==> src/rtl/regfile_pkg.sv <==
// Shared constants and types for the register-file write-back slice.
package regfile_pkg;

  localparam int DATA_W   = 32;
  localparam int ADDR_W   = 5;
  localparam int NUM_REGS = 32;

  typedef logic [ADDR_W-1:0] reg_idx_t;
  typedef logic [DATA_W-1:0] reg_data_t;

  localparam reg_idx_t ZERO_REG = '0;

endpackage

==> src/rtl/regfile_wb_arbiter_if.sv <==
// Write-back request, scoreboard query and register-file write-port bundle.
// Optional bypass signals appear when REGFILE_WB_BYPASS_EN is defined.
interface regfile_wb_arbiter_if #(
  parameter int DATA_W = regfile_pkg::DATA_W,
  parameter int ADDR_W = regfile_pkg::ADDR_W
);

  logic [1:0]        req_valid;
  logic [ADDR_W-1:0] req_addr0;
  logic [DATA_W-1:0] req_data0;
  logic [ADDR_W-1:0] req_addr1;
  logic [DATA_W-1:0] req_data1;
  logic [1:0]        req_ready;
  logic              iss_valid;
  logic [ADDR_W-1:0] iss_dst;
  logic [ADDR_W-1:0] rs;
  logic [ADDR_W-1:0] rt;
  logic              rs_busy;
  logic              rt_busy;
  logic              regWrite;
  logic [ADDR_W-1:0] writeReg;
  logic [DATA_W-1:0] writeData;
`ifdef REGFILE_WB_BYPASS_EN
  logic              rs_fwd;
  logic              rt_fwd;
  logic [DATA_W-1:0] fwd_data;

  modport slave (
    input  req_valid, req_addr0, req_data0, req_addr1, req_data1,
           iss_valid, iss_dst, rs, rt,
    output req_ready, rs_busy, rt_busy, regWrite, writeReg, writeData,
           rs_fwd, rt_fwd, fwd_data
  );

  modport master (
    output req_valid, req_addr0, req_data0, req_addr1, req_data1,
           iss_valid, iss_dst, rs, rt,
    input  req_ready, rs_busy, rt_busy, regWrite, writeReg, writeData,
           rs_fwd, rt_fwd, fwd_data
  );
`else
  modport slave (
    input  req_valid, req_addr0, req_data0, req_addr1, req_data1,
           iss_valid, iss_dst, rs, rt,
    output req_ready, rs_busy, rt_busy, regWrite, writeReg, writeData
  );

  modport master (
    output req_valid, req_addr0, req_data0, req_addr1, req_data1,
           iss_valid, iss_dst, rs, rt,
    input  req_ready, rs_busy, rt_busy, regWrite, writeReg, writeData
  );
`endif

endinterface

==> src/rtl/rr_arbiter2.sv <==
// Two-way round-robin arbiter; the pointer remembers the last winner so a
// tie goes to the other requester. Grant is combinational and held low in reset.
module rr_arbiter2 (
  input  logic       clk,
  input  logic       rst,
  input  logic [1:0] valid_i,
  output logic [1:0] grant_o
);

  logic last_grant_q;
  logic last_grant_d;

  always_comb begin
    grant_o = 2'b00;
    case (valid_i)
      2'b01:   grant_o = 2'b01;
      2'b10:   grant_o = 2'b10;
      2'b11:   grant_o = last_grant_q ? 2'b01 : 2'b10;
      default: grant_o = 2'b00;
    endcase
    if (rst) grant_o = 2'b00;
  end

  // Grant implies valid, so any grant bit is a completed handshake.
  assign last_grant_d = (|grant_o) ? grant_o[1] : last_grant_q;

  // NOTE: flops update with <= so every register samples pre-edge values.
  always_ff @(posedge clk or posedge rst) begin
    if (rst) last_grant_q <= 1'b1;
    else     last_grant_q <= last_grant_d;
  end

endmodule

==> src/rtl/regfile_wb_arbiter.sv <==
// Write-back arbiter, registered register-file write port and busy scoreboard.
// Define REGFILE_WB_BYPASS_EN to add the rs_fwd/rt_fwd/fwd_data bypass outputs.
import regfile_pkg::*;

module regfile_wb_arbiter #(
  parameter int DATA_W = regfile_pkg::DATA_W,
  parameter int ADDR_W = regfile_pkg::ADDR_W
) (
  input  logic                 clk,
  input  logic                 rst,
  regfile_wb_arbiter_if.slave  bus
);

  localparam int NREG = 1 << ADDR_W;

  logic [1:0]        grant;
  logic              hs;
  logic [ADDR_W-1:0] win_addr;
  logic [DATA_W-1:0] win_data;

  logic              reg_write_q, reg_write_d;
  logic [ADDR_W-1:0] write_reg_q, write_reg_d;
  logic [DATA_W-1:0] write_data_q, write_data_d;
  logic [NREG-1:0]   busy_q, busy_d;

  rr_arbiter2 u_arb (
    .clk     (clk),
    .rst     (rst),
    .valid_i (bus.req_valid),
    .grant_o (grant)
  );

  assign bus.req_ready = grant;
  assign hs            = |grant;
  assign win_addr      = grant[1] ? bus.req_addr1 : bus.req_addr0;
  assign win_data      = grant[1] ? bus.req_data1 : bus.req_data0;

  // NOTE: every always_comb output is defaulted first so no latch is inferred.
  always_comb begin
    reg_write_d  = 1'b0;
    write_reg_d  = write_reg_q;
    write_data_d = write_data_q;
    if (hs) begin
      // Register 0 writes are consumed but never reach the file.
      reg_write_d  = (win_addr != ADDR_W'(ZERO_REG));
      write_reg_d  = win_addr;
      write_data_d = win_data;
    end
  end

  always_comb begin
    busy_d = busy_q;
    if (hs) busy_d[win_addr] = 1'b0;
    // Applied after the clear so a same-cycle issue keeps the bit set.
    if (bus.iss_valid && (bus.iss_dst != ADDR_W'(ZERO_REG))) busy_d[bus.iss_dst] = 1'b1;
    busy_d[0] = 1'b0;
  end

  // NOTE: the scoreboard is a flop vector, not a RAM, so it is reset with the rest.
  always_ff @(posedge clk or posedge rst) begin
    if (rst) begin
      reg_write_q  <= 1'b0;
      write_reg_q  <= '0;
      write_data_q <= '0;
      busy_q       <= '0;
    end else begin
      reg_write_q  <= reg_write_d;
      write_reg_q  <= write_reg_d;
      write_data_q <= write_data_d;
      busy_q       <= busy_d;
    end
  end

  assign bus.regWrite  = reg_write_q;
  assign bus.writeReg  = write_reg_q;
  assign bus.writeData = write_data_q;
  assign bus.rs_busy   = busy_q[bus.rs];
  assign bus.rt_busy   = busy_q[bus.rt];

`ifdef REGFILE_WB_BYPASS_EN
  // Covers the cycle where busy has cleared but the file has not committed yet.
  assign bus.rs_fwd   = reg_write_q && (write_reg_q == bus.rs) && (bus.rs != ADDR_W'(ZERO_REG));
  assign bus.rt_fwd   = reg_write_q && (write_reg_q == bus.rt) && (bus.rt != ADDR_W'(ZERO_REG));
  assign bus.fwd_data = write_data_q;
`endif

endmodule
==> src/flat_wrapper.sv <==
// flat-port wrapper written by rule: the top's interface ports become plain ports
module regfile_wb_arbiter_flat 
#(
  parameter int DATA_W = regfile_pkg::DATA_W,
  parameter int ADDR_W = regfile_pkg::ADDR_W
)
  (clk, rst, bus_req_valid, bus_req_addr0, bus_req_data0, bus_req_addr1, bus_req_data1, bus_iss_valid, bus_iss_dst, bus_rs, bus_rt, bus_req_ready, bus_rs_busy, bus_rt_busy, bus_regWrite, bus_writeReg, bus_writeData);
  regfile_wb_arbiter_if #(.DATA_W(DATA_W), .ADDR_W(ADDR_W)) bus_i ();
  input  logic clk;
  input  logic rst;
  input wire logic [$bits(bus_i.req_valid)-1:0] bus_req_valid;
  input wire logic [$bits(bus_i.req_addr0)-1:0] bus_req_addr0;
  input wire logic [$bits(bus_i.req_data0)-1:0] bus_req_data0;
  input wire logic [$bits(bus_i.req_addr1)-1:0] bus_req_addr1;
  input wire logic [$bits(bus_i.req_data1)-1:0] bus_req_data1;
  input wire logic [$bits(bus_i.iss_valid)-1:0] bus_iss_valid;
  input wire logic [$bits(bus_i.iss_dst)-1:0] bus_iss_dst;
  input wire logic [$bits(bus_i.rs)-1:0] bus_rs;
  input wire logic [$bits(bus_i.rt)-1:0] bus_rt;
  output wire logic [$bits(bus_i.req_ready)-1:0] bus_req_ready;
  output wire logic [$bits(bus_i.rs_busy)-1:0] bus_rs_busy;
  output wire logic [$bits(bus_i.rt_busy)-1:0] bus_rt_busy;
  output wire logic [$bits(bus_i.regWrite)-1:0] bus_regWrite;
  output wire logic [$bits(bus_i.writeReg)-1:0] bus_writeReg;
  output wire logic [$bits(bus_i.writeData)-1:0] bus_writeData;
  assign bus_i.req_valid = bus_req_valid;
  assign bus_i.req_addr0 = bus_req_addr0;
  assign bus_i.req_data0 = bus_req_data0;
  assign bus_i.req_addr1 = bus_req_addr1;
  assign bus_i.req_data1 = bus_req_data1;
  assign bus_i.iss_valid = bus_iss_valid;
  assign bus_i.iss_dst = bus_iss_dst;
  assign bus_i.rs = bus_rs;
  assign bus_i.rt = bus_rt;
  assign bus_req_ready = bus_i.req_ready;
  assign bus_rs_busy = bus_i.rs_busy;
  assign bus_rt_busy = bus_i.rt_busy;
  assign bus_regWrite = bus_i.regWrite;
  assign bus_writeReg = bus_i.writeReg;
  assign bus_writeData = bus_i.writeData;
  regfile_wb_arbiter #(.DATA_W(DATA_W), .ADDR_W(ADDR_W)) u_core (.clk(clk), .rst(rst), .bus(bus_i));
endmodule
==> config.mk <==
export PLATFORM = sky130hd
export DESIGN_NAME = regfile_wb_arbiter_flat
export DESIGN_NICKNAME = d
export VERILOG_FILES = /design/src/rtl/regfile_pkg.sv /design/src/rtl/regfile_wb_arbiter_if.sv /design/src/rtl/rr_arbiter2.sv /design/src/rtl/regfile_wb_arbiter.sv /design/src/flat_wrapper.sv
export SDC_FILE = /design/constraint.sdc
export NUM_CORES = 1
export LEC_CHECK = 0
export CAP_MARGIN = 0
export CORE_UTILIZATION = 28
export CTS_CLUSTER_SIZE = 10
export DETAILED_ROUTE_END_ITERATION = 8
export PLACE_DENSITY = 0.62
export SYNTH_ARGS = -nofsm -noshare
export SYNTH_HDL_FRONTEND = slang
export SYNTH_SLANG_ARGS = --single-unit
==> constraint.sdc <==
create_clock -name clk -period 3.4 [get_ports clk]
set_input_delay 0.68 -clock clk [delete_from_list [all_inputs] [get_ports clk]]
set_output_delay 0.68 -clock clk [all_outputs]
set_load 0.005 [all_outputs]
### PDN straps and rails, run 1

Pins as bars on the die edge.
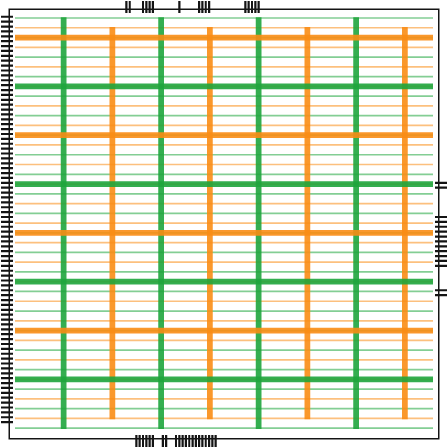
color	net
green	VSS
orange	VDD
rows	42
met4 straps	8

### Gate families picked out, run 1

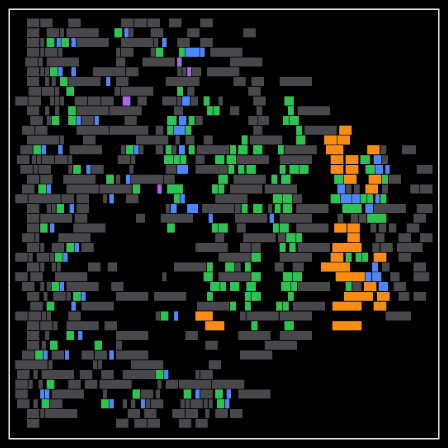
color	family	cells
orange	mux cells	28
blue	nor cells	60
purple	inv cells	4
green	aoi and oai cells	129

==> reports/results.tsv, run 1 <==
stage	metric	value	unit
run_status	status	finished, final reports clean	
clock_network	insertion delay at the late pin of the worst-skew pair	330	ps
timing	RSZ-0062 raised after global routing	false	
timing	clock skew	4.02	ps
timing	Worst Tran Pin Value	912	ps
global_routing	initial antenna violation count	0	
yosys	Yosys top cell by area	dfrtp_1	
clock_network	CTS Root Cell	clkbuf_16	
timing	final hold violation count	0	
timing	fin crit period	3350	ps
placement	DP Worst Slack	-153	ps
cells_and_area	inverters	4	
power	Comb power	751	uW
cells_and_area	Fill cells	1311	
critical_path	cell count of the worst reg-to-reg path	6	
critical_path	crit-path max FO	11	
power	Clk network pwr share	32.6	%
power	P_leak	2.31	nW
worst_hold_path	Hold Crit Depth	2	
routing	drt wl/cell	16.6	um
cells_and_area	Top Layout Cells	130 x clkdlybuf4s50_1, 80 x nand2_1, 69 x dfrtp_1	
critical_path	startpoint type of the worst setup path	input pin	
flow_run	OpenROAD warnings	26	
yosys	Logic family by area	AND-OR/OR-AND gates	
power	Comb power frac	26.6	%
yosys	register share after synthesis	45.6	%
cells_and_area	clock-cell share of area	5.01	%
### Clock nets, run 1

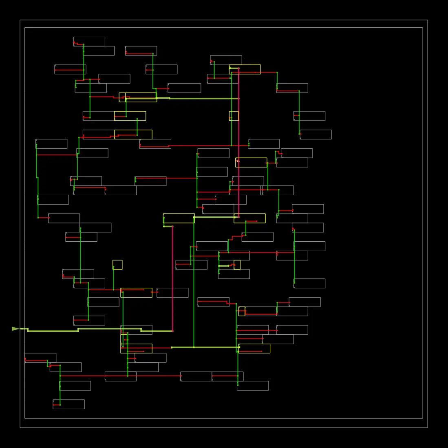
clock group power: 919 uW
CLK BUF: 9
TritonCTS sink count: 70

--- run 2 (diff from run 1) ---
ABC_CLOCK_PERIOD_IN_PS = 3400   (was not set)
PLACE_DENSITY = 0.64   (was 0.62)
### Gate families picked out, run 2

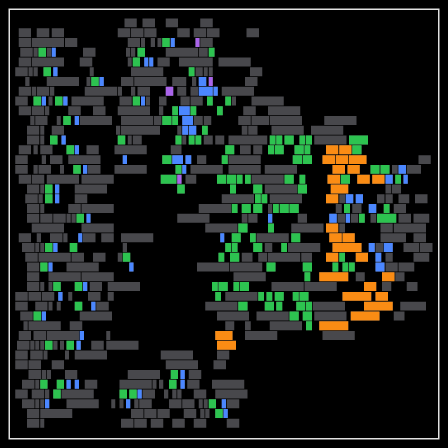
color	family	cells
orange	mux cells	28
green	aoi and oai cells	129
blue	nor cells	60
purple	inv cells	4

### PDN straps and rails, run 2

Pins as bars on the die edge.
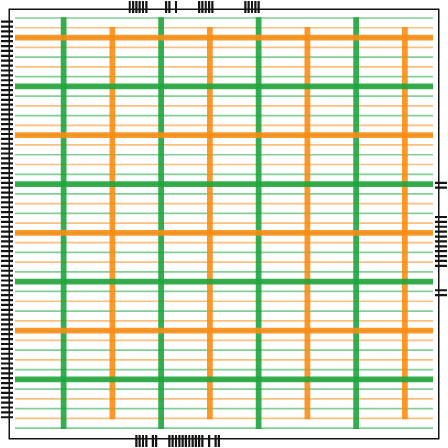
color	net
green	VSS
orange	VDD
met4 straps	8
signal pins	136
rows	42

==> run 2 against run 1 <==
Global-route usage is 0.55 points lower. Hold slack got worse by 15 ps. Cell area up 0.39%. Clock skew about the same. Synthesized area unchanged. Critical endpoint is now bus_rs_busy. Largest power group unchanged.
==> reports/results.tsv, run 2 <==
stage	metric	value	unit
routing	drt wl/cell	15.9	um
power	Leading power group	sequential cells	
cells_and_area	inverters	4	
clock_network	insertion delay at the late pin of the worst-skew pair	320	ps
floorplanning	I/O Pins	136	
yosys	XOR/XNOR Fraction of Synth Area	0	%
flow_run	OpenROAD warnings	26	
cells_and_area	clock-cell share of area	5.44	%
clock_network	TritonCTS sink count	70	
timing	fin crit period	3270	ps
power	Clk network pwr share	34.3	%
global_routing	initial antenna violation count	0	
power	Comb power frac	25.9	%
yosys	Async S/R FF share, synth	100	%
critical_path	crit-path max FO	4	
worst_hold_path	Hold Crit Depth	2	
power	clock group power	990	uW
cells_and_area	Top Layout Cells	128 x clkdlybuf4s50_1, 80 x nand2_1, 69 x dfrtp_1	
cells_and_area	CLK BUF	12	
timing	clock skew	3.74	ps
yosys	register share after synthesis	45.6	%
yosys	Logic family by area	AND-OR/OR-AND gates	
timing	final hold violation count	0	
yosys	Yosys top cell by area	dfrtp_1	
critical_path	cell count of the worst reg-to-reg path	6	
clock_network	CTS Root Cell	clkbuf_16	
power	P_leak	2.33	nW
critical_path	startpoint type of the worst setup path	input pin	
cells_and_area	Ant. Diodes	0	
timing	RSZ-0062 raised after global routing	false	
run_status	status	finished, final reports clean	
power	Comb power	748	uW
timing	Worst Tran Pin Value	884	ps
### Register map, names as in the netlist, run 2

Other sequential cells in the stronger gray, the rest of the logic in the fainter gray.
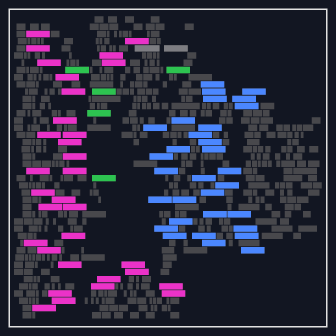
color	signal	sequential cells
magenta	u_core.bus.writeData	32
blue	u_core.busy_q	31
green	u_core.bus.writeReg	5
not colored	2

--- run 3 (diff from run 2) ---
CAP_MARGIN = 20   (was 0)
CORE_MARGIN = 2   (was not set)
### PDN straps and rails, run 3

Pins as bars on the die edge.
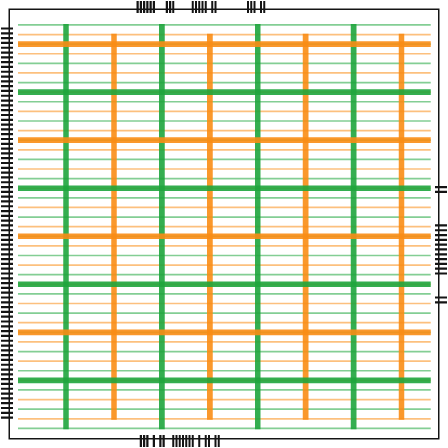
Die Span X: 121 um
Worst VDD drop: 0.000188 V
Core Area: 13300 um^2

### Gate families picked out, run 3

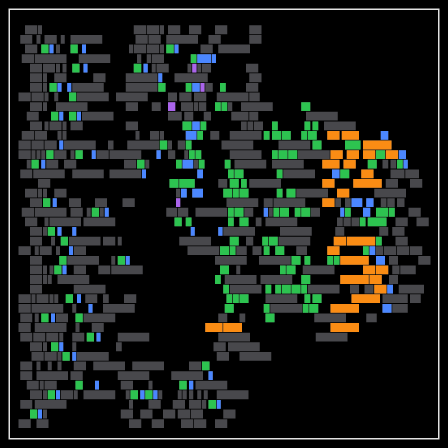
color	family	cells
blue	nor cells	60
orange	mux cells	28
green	aoi and oai cells	129
purple	inv cells	4

==> run 3 against run 2 <==
Wire length up 3.2%. Synthesized cell count is the same. Die area grew 3.4%. Sequential share of layout area barely moved. Via count grew 1.2%. Sequential power about the same. Utilization down 0.22 points. Total power is 3.7% lower. Critical path type unchanged. Critical endpoint unchanged. Largest cell class unchanged. Largest power group unchanged.
==> reports/results.tsv, run 3 <==
stage	metric	value	unit
worst_hold_path	Hold Startpoint	u_core.bus.writeReg[3]	
critical_path	Slowest Stage Delay on Critical Path	470	ps
timing	clock skew	2.75	ps
clock_network	CTS tree	done	
cells_and_area	Top Layout Cells	131 x clkdlybuf4s50_1, 80 x nand2_1, 69 x dfrtp_1	
routing	drt wl/cell	16.3	um
cells_and_area	inverters	4	
global_routing	initial antenna violation count	0	
cells_and_area	Fill cells	1316	
power	Comb power	762	uW
flow_run	OpenROAD warnings	26	
power	P_leak	2.30	nW
cells_and_area	CLK BUF	11	
critical_path	end point of the critical path	bus_rs_busy	
power	overall power	2.78	mW
power	Comb power frac	27.4	%
yosys	XOR/XNOR Fraction of Synth Area	0	%
cells_and_area	Ant. Diodes	0	
yosys	Async S/R FF share, synth	100	%
floorplanning	I/O Pins	136	
yosys	Logic family by area	AND-OR/OR-AND gates	
clock_network	CTS Root Cell	clkbuf_16	
cells_and_area	clock-cell share of area	4.61	%
yosys	Yosys top cell by area	dfrtp_1	
timing	fin crit period	3320	ps
clock_network	insertion delay at the late pin of the worst-skew pair	330	ps
power	Leading power group	sequential cells	
worst_hold_path	Hold Crit Depth	2	
timing	Worst Tran Pin Value	926	ps
run_status	status	finished, final reports clean	
critical_path	Buf/Inv on CP	3	
global_routing	grt met2 use	26.9	%
power	clock group power	856	uW
placement	DP Worst Slack	-148	ps
critical_path	crit-path max FO	11	
critical_path	reg-to-reg setup timing slack	1120	ps
timing	Final setup viols	0	
critical_path	cell count of the worst reg-to-reg path	6	
yosys	register share after synthesis	45.6	%
power	Clk network pwr share	30.8	%
clock_network	TritonCTS sink count	70	
critical_path	startpoint type of the worst setup path	input pin	
### Zoomed window, run 3

Region (5, 66) to (55, 116) um. Cells in gray, sequential cells in the stronger gray; small squares are vias.
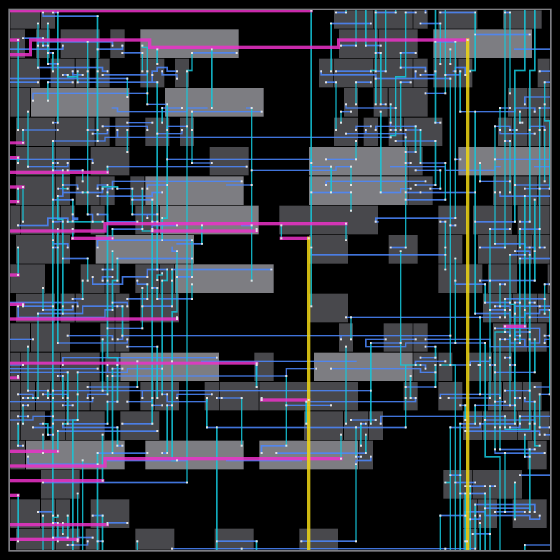
color	layer
magenta	metal 3
blue	metal 1
cyan	metal 2
yellow	metal 4
sequential cells in the window	16
cells with their middle in the window	168
netlist names of flops here include	u_core.bus.writeData (13), u_core.bus.writeReg (2)
most frequent	clkdlybuf4s50_1 (47), nand2_1 (38)

No activity file was given, so power comes from the tool's default toggle rates.
